==> images/power_grid.png <==
The bar under the picture is 20 microns long. Pins as bars on the die edge.
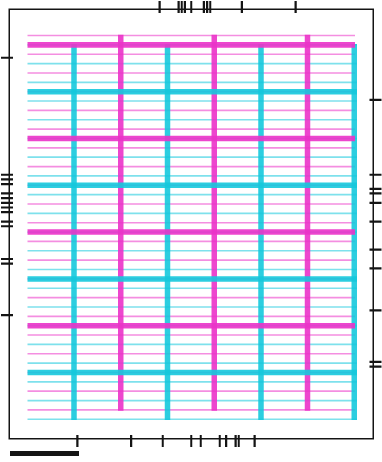
==> images/placement_by_type.png <==
The bar under the picture is 20 microns long.
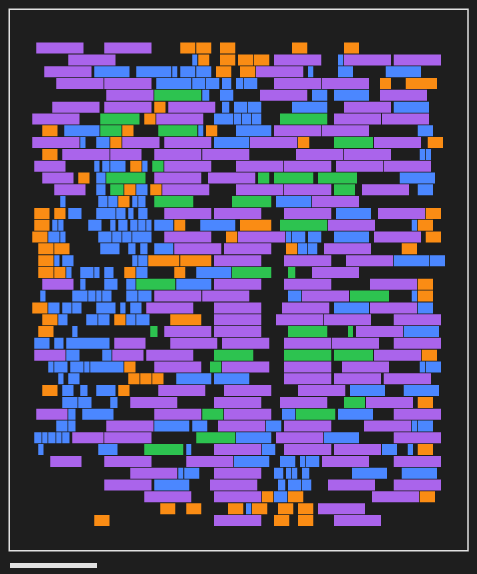
$ cat config.mk
export PLATFORM = sky130hd
export DESIGN_NAME = ret_addr_stack
export DESIGN_NICKNAME = d
export VERILOG_FILES = /design/src/rtl/ret_addr_stack.sv
export SDC_FILE = /design/constraint.sdc
export NUM_CORES = 1
export LEC_CHECK = 0
export CAP_MARGIN = 20
export CORE_ASPECT_RATIO = 1.2
export CORE_MARGIN = 5
export CORE_UTILIZATION = 55
export DETAILED_ROUTE_END_ITERATION = 10
export PLACE_DENSITY_LB_ADDON = 0.05
export SYNTH_ARGS = -nofsm -noshare
export SYNTH_HDL_FRONTEND = slang
export SYNTH_SLANG_ARGS = --single-unit
$ cat constraint.sdc
create_clock -name clk -period 2.98 [get_ports clk]
set_input_delay 0.596 -clock clk [delete_from_list [all_inputs] [get_ports clk]]
set_output_delay 0.596 -clock clk [all_outputs]
set_load 0.005 [all_outputs]
$ cat src/rtl/ret_addr_stack.sv
// Return-address stack for the fetch stage.
// A call pushes call_pc+2 and a return pops it. Storage is a circular buffer,
// so an overflow overwrites the oldest entry and the newest DEPTH return
// addresses are kept. All outputs come from registered state.
module ret_addr_stack #(
    parameter int unsigned DATA_W = 16,
    parameter int unsigned DEPTH  = 8,
    parameter int unsigned PTR_W  = 3
) (
    input  logic              clk,
    input  logic              rst,
    input  logic              push,
    input  logic              pop,
    input  logic [DATA_W-1:0] call_pc,
    output logic [DATA_W-1:0] top_addr,
    output logic              empty,
    output logic              full,
    output logic [PTR_W:0]    count,
    output logic              overflow,
    output logic              underflow,
    input  logic              clr_err
);

    logic [DATA_W-1:0] mem_q [DEPTH];
    logic [PTR_W-1:0]  top_q, top_d;
    logic [PTR_W:0]    count_q, count_d;
    logic              ovf_q, ovf_d;
    logic              unf_q, unf_d;
    logic              wr_en;
    logic [PTR_W-1:0]  wr_ptr;
    logic [DATA_W-1:0] ret_addr;
    logic              empty_w, full_w;

    assign ret_addr = call_pc + DATA_W'(2);
    assign empty_w  = (count_q == '0);
    assign full_w   = (count_q == (PTR_W+1)'(DEPTH));

    // Next-state decode for pointer, count, error flags and the storage write.
    always_comb begin
        top_d   = top_q;
        count_d = count_q;
        wr_en   = 1'b0;
        wr_ptr  = top_q + PTR_W'(1);
        ovf_d   = ovf_q & ~clr_err;
        unf_d   = unf_q & ~clr_err;
        if (push && pop && !empty_w) begin
            // Call and return together: overwrite the top entry in place.
            wr_en  = 1'b1;
            wr_ptr = top_q;
        end else if (push) begin
            wr_en = 1'b1;
            top_d = top_q + PTR_W'(1);
            if (full_w) begin
                ovf_d = 1'b1;
            end else begin
                count_d = count_q + (PTR_W+1)'(1);
            end
            // push+pop on an empty stack behaves as a push but flags the pop.
            if (pop) begin
                unf_d = 1'b1;
            end
        end else if (pop) begin
            if (empty_w) begin
                unf_d = 1'b1;
            end else begin
                top_d   = top_q - PTR_W'(1);
                count_d = count_q - (PTR_W+1)'(1);
            end
        end
    end

    // Control state registers with synchronous reset.
    always_ff @(posedge clk) begin
        if (rst) begin
            top_q   <= '0;
            count_q <= '0;
            ovf_q   <= 1'b0;
            unf_q   <= 1'b0;
        end else begin
            top_q   <= top_d;
            count_q <= count_d;
            ovf_q   <= ovf_d;
            unf_q   <= unf_d;
        end
    end

    // Storage write; contents are not reset.
    always_ff @(posedge clk) begin
        if (!rst && wr_en) begin
            mem_q[wr_ptr] <= ret_addr;
        end
    end

    assign top_addr  = empty_w ? '0 : mem_q[top_q];
    assign empty     = empty_w;
    assign full      = full_w;
    assign count     = count_q;
    assign overflow  = ovf_q;
    assign underflow = unf_q;

endmodule

==> impl_results.html <==
<h3>Run summary</h3>
<table>
<tr><th>Metric</th><th>Value</th></tr>
<tr><th colspan="2">Critical path</th></tr>
<tr><td>Max stage delay on crit path</td><td>0.52 ns</td></tr>
<tr><td>CP Launch Type</td><td>flop</td></tr>
<tr><td>Path length in cells of the critical path</td><td>5</td></tr>
<tr><td>Endpoint of the worst register-to-register path</td><td>mem_q[0][14]</td></tr>
<tr><td>Setup crit end</td><td>top_addr[10]</td></tr>
<tr><td>R2r worst-path depth</td><td>6</td></tr>
<tr><th colspan="2">Finish</th></tr>
<tr><td>Most numerous logic cell after layout</td><td>edfxtp_1</td></tr>
<tr><td>Register bank with the most flops</td><td>mem_q</td></tr>
<tr><td>Register share of the cell area</td><td>54.65%</td></tr>
<tr><td>Area used by sequential logic in the layout</td><td>0.004088 sq mm</td></tr>
<tr><td>Largest register FFs</td><td>128</td></tr>
<tr><th colspan="2">Final timing</th></tr>
<tr><td>Setup_tns</td><td>0 ns</td></tr>
<tr><td>Transition time at the pin with the least slew margin</td><td>0.6841 ns</td></tr>
<tr><th colspan="2">Clock network</th></tr>
<tr><td>Count of hold buffers inserted by post-cts repair</td><td>0</td></tr>
<tr><td>Clock root cell</td><td>clkbuf_16</td></tr>
<tr><th colspan="2">Run status</th></tr>
<tr><td>Run status</td><td>complete, no violations</td></tr>
<tr><th colspan="2">Logic synthesis</th></tr>
<tr><td>Synth top area cells</td><td>edfxtp_1 64%, mux4_2 12%, dfxtp_1 4.0%</td></tr>
<tr><td>Number of cell instances after yosys synthesis</td><td>between 300 and 400</td></tr>
<tr><td>Number of nets at floorplan</td><td>379</td></tr>
<tr><td>Number of distinct library cells after synthesis</td><td>49</td></tr>
<tr><td>Ranking of synthesized cells by instance count</td><td>128 x edfxtp_1, 32 x mux4_2, 29 x nor2_1</td></tr>
<tr><td>Cell accounting for the most synthesized area</td><td>edfxtp_1</td></tr>
<tr><th colspan="2">Route</th></tr>
<tr><td>Routed via count divided by cell count</td><td>5.833</td></tr>
<tr><td>Number of design-rule violations left by the first detailed-router iteration</td><td>227</td></tr>
<tr><th colspan="2">Pwr</th></tr>
<tr><td>Overall power of the completed layout</td><td>approximately 6000 uW</td></tr>
<tr><td>Clk power</td><td>approximately 2200 uW</td></tr>
<tr><th colspan="2">Place</th></tr>
<tr><td>Post-DP Area</td><td>0.006787 sq mm</td></tr>
<tr><th colspan="2">GRT</th></tr>
<tr><td>Overall global routing resource usage</td><td>between 15 and 20%</td></tr>
</table>
Back to the opening pictures, power_grid.png:
| net | colour |
|---|---|
| VDD | magenta |
| VSS | cyan |
met4 straps: 7
met1 rails: 42
met5 straps: 8
Die Ht: 124.4 microns
floorplan die width: 105.3 microns
standard cell core area: 0.01062 sq mm

Back to the opening pictures, placement_by_type.png:
| class | colour | cells | share of their area |
|---|---|---|---|
| combinational and other logic | blue | 192 | 25% |
| clock drivers and dummy loads | green | 32 | 8.8% |
| flops | purple | 140 | 56% |
| other buffers and delay cells | orange | 76 | 10% |

[per-layer routing]
metal / vias to the layer above / GRT usage (%) / routed length [microns] / share of wire, %
li1: 1544 / - / - / -
met1: 1648 / 25.32 / 4599 / 37
met2: 110 / 33.60 / 6580 / 54
met3: 17 / 4.044 / 823 / 6.7
met4: 0 / 8.031 / 276 / 2.2
met5: - / 0 / 0 / 0
[cells by family (layout without fill, tap and decap cells)]
group,count (synthesis),in the layout,synth area share (%)
buffers and inverters,28,116,2.483
muxes,49,49,14.86
xor gates and xnor gates,18,18,2.629
AOI/OAI and AO/OA,24,24,2.880
and+or+nand+nor,87,87,7.659
adders and majority gates,6,6,1.377
DFF,140,140,68.11
[worst min-delay path, stage by stage, from the launching register on]
cell and delay [ns]:
dfxtp_1 0.33, a22oi_1 0.08, nor2_1 0.08
Power figures rest on the tool's default switching activity, not on a simulated workload.
